Fig. 1: signal metal coverage by tile
Drawn at 6 px/µm. 13 x 13 tiles, from dark blue (low) to red (high), scaled to the fullest tile. Values are wire area over tile area, all layers added.
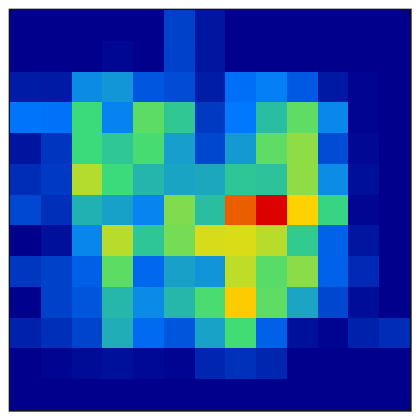
Fig. 2: metal layers overlaid
Drawn at 6 px/µm. Two of the layers only.
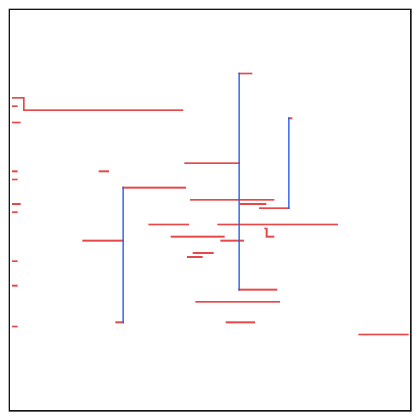
Fig. 3: where the registers sit
Drawn at 8 px/µm.
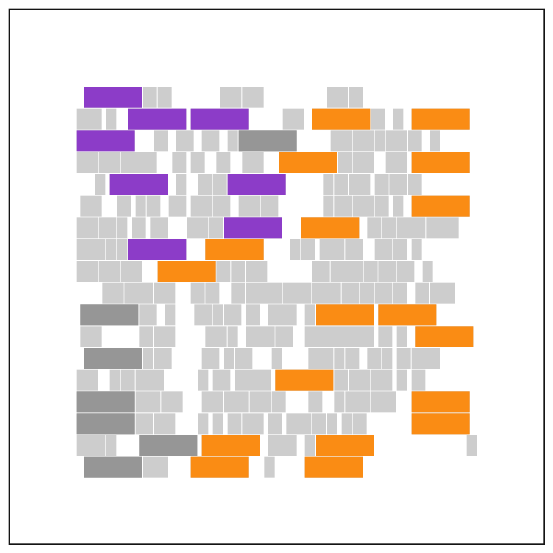
Fig. 4: port wiring
Drawn at 8 px/µm.
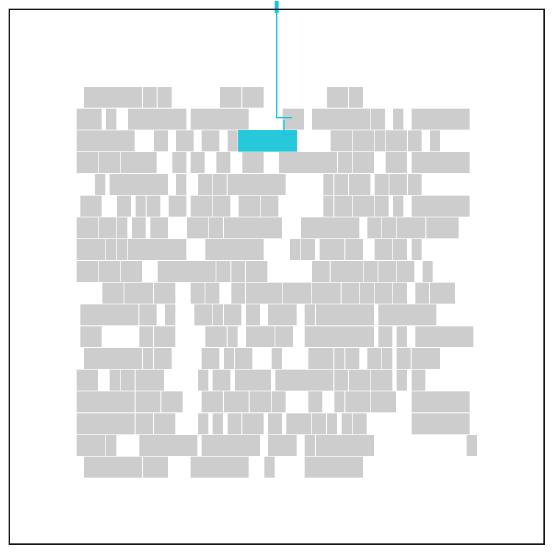
===== src/rtl/button_pkg.sv =====
// Shared types and constants for the pushbutton reader: FSM states, counter width
// and default 12 MHz timing constants.
package button_pkg;

  typedef enum logic [1:0] {
    RELEASED,
    CONFIRM_PRESS,
    HELD,
    CONFIRM_RELEASE
  } btn_state_t;

  localparam int PRESS_COUNT_W = 8;

  // 10 ms and 1 s at 12 MHz
  localparam int DEFAULT_DEBOUNCE_CYCLES   = 120000;
  localparam int DEFAULT_LONG_PRESS_CYCLES = 12000000;

endpackage


===== src/rtl/sync_2ff.sv =====
// Two-flop synchroniser for asynchronous board inputs; both stages reset to
// RESET_VALUE so consumers see a known idle level straight out of reset.
module sync_2ff #(
  parameter int               WIDTH       = 1,
  parameter logic [WIDTH-1:0] RESET_VALUE = '0
) (
  input  logic             i_clk,
  input  logic             i_srst,
  input  logic [WIDTH-1:0] i_d,
  output logic [WIDTH-1:0] o_q
);

  logic [WIDTH-1:0] r_s1;
  logic [WIDTH-1:0] r_s2;

  always_ff @(posedge i_clk) begin
    if (i_srst) begin
      r_s1 <= RESET_VALUE;
      r_s2 <= RESET_VALUE;
    end else begin
      r_s1 <= i_d;
      r_s2 <= r_s1;
    end
  end

  assign o_q = r_s2;

endmodule


===== src/rtl/button_reader.sv =====
// Debounced pushbutton reader: level, press/release strobes and a wrapping press
// counter. Define BUTTON_READER_LONG_PRESS_EN to enable the long_press strobe.
module button_reader
  import button_pkg::*;
#(
  parameter int DEBOUNCE_CYCLES   = DEFAULT_DEBOUNCE_CYCLES,
  parameter bit ACTIVE_LOW        = 1'b1,
  parameter int LONG_PRESS_CYCLES = DEFAULT_LONG_PRESS_CYCLES
) (
  input  logic                     clock_12mhz,
  input  logic                     reset,
  input  logic                     button_pin,
  output logic                     pressed,
  output logic                     press_pulse,
  output logic                     release_pulse,
  output logic [PRESS_COUNT_W-1:0] press_count,
  output logic                     long_press
);

  localparam int              DB_W    = $clog2(DEBOUNCE_CYCLES) + 1;
  localparam logic [DB_W-1:0] DB_LAST = DB_W'(DEBOUNCE_CYCLES - 1);

  logic                     w_raw;
  logic                     w_s2;
  btn_state_t               r_state;
  btn_state_t               w_state_next;
  logic [DB_W-1:0]          r_db_cnt;
  logic [DB_W-1:0]          w_db_cnt_next;
  logic                     r_pressed;
  logic                     w_pressed_next;
  logic                     r_press_pulse;
  logic                     w_press_pulse_next;
  logic                     r_release_pulse;
  logic                     w_release_pulse_next;
  logic [PRESS_COUNT_W-1:0] r_press_count;
  logic [PRESS_COUNT_W-1:0] w_press_count_next;

  // raw = 1 always means "button pressed", whatever the board wiring
  assign w_raw = button_pin ^ ACTIVE_LOW;

  sync_2ff #(
    .WIDTH       (1),
    .RESET_VALUE (1'b0)
  ) u_sync (
    .i_clk  (clock_12mhz),
    .i_srst (reset),
    .i_d    (w_raw),
    .o_q    (w_s2)
  );

  always_ff @(posedge clock_12mhz) begin
    if (reset) begin
      r_state         <= RELEASED;
      r_db_cnt        <= '0;
      r_pressed       <= 1'b0;
      r_press_pulse   <= 1'b0;
      r_release_pulse <= 1'b0;
      r_press_count   <= '0;
    end else begin
      r_state         <= w_state_next;
      r_db_cnt        <= w_db_cnt_next;
      r_pressed       <= w_pressed_next;
      r_press_pulse   <= w_press_pulse_next;
      r_release_pulse <= w_release_pulse_next;
      r_press_count   <= w_press_count_next;
    end
  end

  always_comb begin
    w_state_next         = r_state;
    w_db_cnt_next        = r_db_cnt;
    w_pressed_next       = r_pressed;
    w_press_pulse_next   = 1'b0;
    w_release_pulse_next = 1'b0;
    w_press_count_next   = r_press_count;
    case (r_state)
      RELEASED: begin
        if (w_s2) begin
          w_state_next  = CONFIRM_PRESS;
          w_db_cnt_next = DB_W'(1);
        end
      end
      CONFIRM_PRESS: begin
        // Any reversal throws the candidate away and restarts from the stable state
        if (!w_s2) begin
          w_state_next  = RELEASED;
          w_db_cnt_next = '0;
        end else if (r_db_cnt == DB_LAST) begin
          w_state_next       = HELD;
          w_db_cnt_next      = '0;
          w_pressed_next     = 1'b1;
          w_press_pulse_next = 1'b1;
          w_press_count_next = r_press_count + 1'b1;
        end else begin
          w_db_cnt_next = r_db_cnt + 1'b1;
        end
      end
      HELD: begin
        if (!w_s2) begin
          w_state_next  = CONFIRM_RELEASE;
          w_db_cnt_next = DB_W'(1);
        end
      end
      CONFIRM_RELEASE: begin
        if (w_s2) begin
          w_state_next  = HELD;
          w_db_cnt_next = '0;
        end else if (r_db_cnt == DB_LAST) begin
          w_state_next         = RELEASED;
          w_db_cnt_next        = '0;
          w_pressed_next       = 1'b0;
          w_release_pulse_next = 1'b1;
        end else begin
          w_db_cnt_next = r_db_cnt + 1'b1;
        end
      end
      default: begin
        w_state_next  = RELEASED;
        w_db_cnt_next = '0;
      end
    endcase
  end

  assign pressed       = r_pressed;
  assign press_pulse   = r_press_pulse;
  assign release_pulse = r_release_pulse;
  assign press_count   = r_press_count;

`ifdef BUTTON_READER_LONG_PRESS_EN
  localparam int              LP_W    = $clog2(LONG_PRESS_CYCLES) + 1;
  localparam logic [LP_W-1:0] LP_LAST = LP_W'(LONG_PRESS_CYCLES - 1);
  localparam logic [LP_W-1:0] LP_SAT  = LP_W'(LONG_PRESS_CYCLES);

  logic [LP_W-1:0] r_hold_cnt;
  logic            r_long_press;
  logic            w_in_hold;

  assign w_in_hold = (r_state == HELD) || (r_state == CONFIRM_RELEASE);

  // Cleared only on an accepted press, so a release bounce cannot re-arm the strobe
  always_ff @(posedge clock_12mhz) begin
    if (reset) begin
      r_hold_cnt   <= '0;
      r_long_press <= 1'b0;
    end else begin
      r_long_press <= w_in_hold && (r_hold_cnt == LP_LAST);
      if (w_press_pulse_next) begin
        r_hold_cnt <= '0;
      end else if (w_in_hold && (r_hold_cnt != LP_SAT)) begin
        r_hold_cnt <= r_hold_cnt + 1'b1;
      end
    end
  end

  assign long_press = r_long_press;
`else
  // Evaluates to 0 for every legal threshold; the hold counter is compiled out
  assign long_press = (LONG_PRESS_CYCLES < 0);
`endif

endmodule


===== config.mk =====
export PLATFORM = sky130hd
export DESIGN_NAME = button_reader
export DESIGN_NICKNAME = d
export VERILOG_FILES = /design/src/rtl/button_pkg.sv /design/src/rtl/sync_2ff.sv /design/src/rtl/button_reader.sv
export SDC_FILE = /design/constraint.sdc
export NUM_CORES = 1
export LEC_CHECK = 0
export CORE_MARGIN = 8
export CORE_UTILIZATION = 63
export CTS_BUF_LIST = sky130_fd_sc_hd__clkbuf_4 sky130_fd_sc_hd__clkbuf_8
export DETAILED_ROUTE_END_ITERATION = 8
export MAX_ROUTING_LAYER = met4
export PLACE_DENSITY = 0.83
export SLEW_MARGIN = 15
export SYNTH_ARGS = -nofsm -noshare
export SYNTH_HDL_FRONTEND = slang
export SYNTH_SLANG_ARGS = --single-unit

===== constraint.sdc =====
create_clock -name clock_12mhz -period 3.2 [get_ports clock_12mhz]
set_input_delay 0.64 -clock clock_12mhz [delete_from_list [all_inputs] [get_ports clock_12mhz]]
set_output_delay 0.64 -clock clock_12mhz [all_outputs]
set_load 0.1 [all_outputs]

==> reports/summary.txt <==
fin cells - 238
Ys Warns - 0
Via density - 6.046
met3 Usage GRT - 6.376%
WHS Path Cells - 1
chip width - 66.68 µm
Largest Register - r_db_cnt
met2 WL - 1657 µm
MI comb cells - 147
Cell Chain, Critical Path - ha_1 -> nand3_2 -> nor3_2 -> nand4_1 -> or4_1 -> a21oi_1
Comb/total area - 49.90%
flops out of synthesis - 33
Post-CTS Setup Inserts - 0
NonClk Buf Share - 6.978%
family with the most delay on the worst path - simple AND/OR/NAND/NOR gates
total congestion overflow - 0
DRC - 0
arrival time at the worst endpoint - 2.88 ns
most frequent cells in the layout - 33 x dfxtp_1, 21 x nand2_1, 14 x a21oi_1, 14 x buf_4
RSZ-0062 raised after global routing - false
worst-margin pin slew - 0.6409 ns
Post-Synth Adder-Cell Area - 1.547%
kind of critical path - flip-flop to flip-flop
Worst Path Max Fanout - 16
post-cts resize count - 0
Hold Vio Cnt, Final - 0
placed cells - 230
CP Capture Type - flip-flop
routability cong. - 0.8869
post-synth top area cell - dfxtp_1
# setup viols final - 0
CTS sink cnt - 33
clock buffer depth - 2
DP Area - 1733 µm²
DP Worst Slack - 0.5626 ns
Flop Count - 33
Synth top cell by count - dfxtp_1
Power Density - 391.5 nW/µm²
cell count along the critical path - 6
post-route antenna net violation count - 0
H-tree Lvls - 2
fmax - 381.7 MHz
slowest cell on the critical path - or4_1
fin crit period - 2.620 ns
comb pwr - 0.0000411 W
Multiplexer share - 3.094%
max reg flops - 18
first-pass GRT wire length - 6030 µm
reg2reg path depth - 6
chip area line of the yosys report - 1618 µm²
Post-Syn Nets - 198
crit path buf inv count - 0
CTS tree - done
Dominant cell area share - 40.84%
met2 Resource Use GR - 26.40%
count of non-CTS inverters in the layout - 4
met1 GRT Util - 20.96%
Post-synth top cells - 33 x dfxtp_1, 21 x nand2_1, 14 x a21oi_1
Post-Syn Area - 1618 µm²
Critical Path RT - 3.46 ns
fin crit share - 81.87%
# diodes - 0
Syn Inst Count - 193
GR peak layer - met2
Peak supply drop - 0.0004031 V
overall power - 0.0007019 W
Rel. slew slack - 57.20%
Max-Cap Viols - 0
DRT Pass-1 Iters - 4
Metal-1 WL - 1537 µm
# Taps - 30
yosys xor share - 3.248%
sequential fraction of the synthesis area - 40.84%
largest cell class by area - multi-input combinational cells
Root Buffer - clkbuf_4
Hold Startpoint - u_sync.r_s1$_SDFF_PP0_
worst hold endpoint - u_sync.o_q$_SDFF_PP0_
CP Capture Point - press_count[7]$_SDFFE_PP0P_
status - completed
Reg2Reg Capture Point - press_count[7]$_SDFFE_PP0P_
layout cells sized above 1 - 13.94%
DR top layer - met4
initial DRC count - 150
Synth Area in Compound Gates - 16.78%
Die H - 66.68 µm
initial antenna violation count - 0
final hold slack - 0.4553 ns
number of fill cells - 190
Yosys cell types - 44
Final Skew - 0.006806 ns
and+or+nand+nor area frac - 30.39%
FF-to-FF Start - r_db_cnt[0]$_SDFFE_PP0P_
Final WS setup - 0.5803 ns
sum of negative setup slack - 0 ns
tool warnings - 26
Largest logic family - simple AND/OR/NAND/NOR gates
fin nets - 212
Synth Flop Type - dfxtp_1
P_leak - 0.6169 nW
Internal - 0.0005392 W
power share of the sequential group - 59.4%
Synth async-reset ratio - 0%
Reg clk slew, reported paths - 0.09 ns
# Cells Yosys - 193
CP max stage delay - 0.68 ns
routed wl met3 - 170 µm
Comb pwr share - 5.9%
Rows - 18
number of buffers created by CTS - 5
HP Class - flip-flop to flip-flop
Switching Share - 23.19%
Core ar. - 2455 µm²
layout clock buffer count - 8
Gate Area - 894.6 µm²
die area - 4446 µm²
bufs w/o clock - 16
Core Util at FP - 65.90%
Mean Syn Cell Area - 8.382 µm²
most numerous logic cell after layout - dfxtp_1
number of synthesized flops with an enable pin - 0
Startpoint Class - flip-flop
largest net degree at the start of global routing - 22
crit path from - r_db_cnt[0]$_SDFFE_PP0P_
-- Fig. 1 (at the start) --
emptiest ninth of the die: bottom right
fullest tile: 0.60
densest ninth of the die: middle
nearly empty tiles: 34%
tiles over half the peak: 14%
mean over tiles: 0.12
routed wire length: 3438 µm
wire per inst: 14.45 µm
Vias: 1439
Tot GR Track Use: 17.89%

-- Fig. 2 (at the start) --
[blue] met4 | wire length: 73.4 µm
[red] met3 | wire length: 171 µm

-- Fig. 3 (at the start) --
[orange] r_db_cnt | placed flops: 18
[purple] press_count | placed flops: 8
Seq. pwr: 0.000417 W
Seq area share: 36.85%
Final Core Density: 73.04%
register area: 660.6 µm²

-- Fig. 4 (at the start) --
[cyan] press_pulse | bits: 1 | direction: output | edge: top | end cells: 1 | buffers: 1 | wire: 18.0 µm
number of I/O port buffers: 13
Ports: 15

Power and IR drop assume default switching activity.
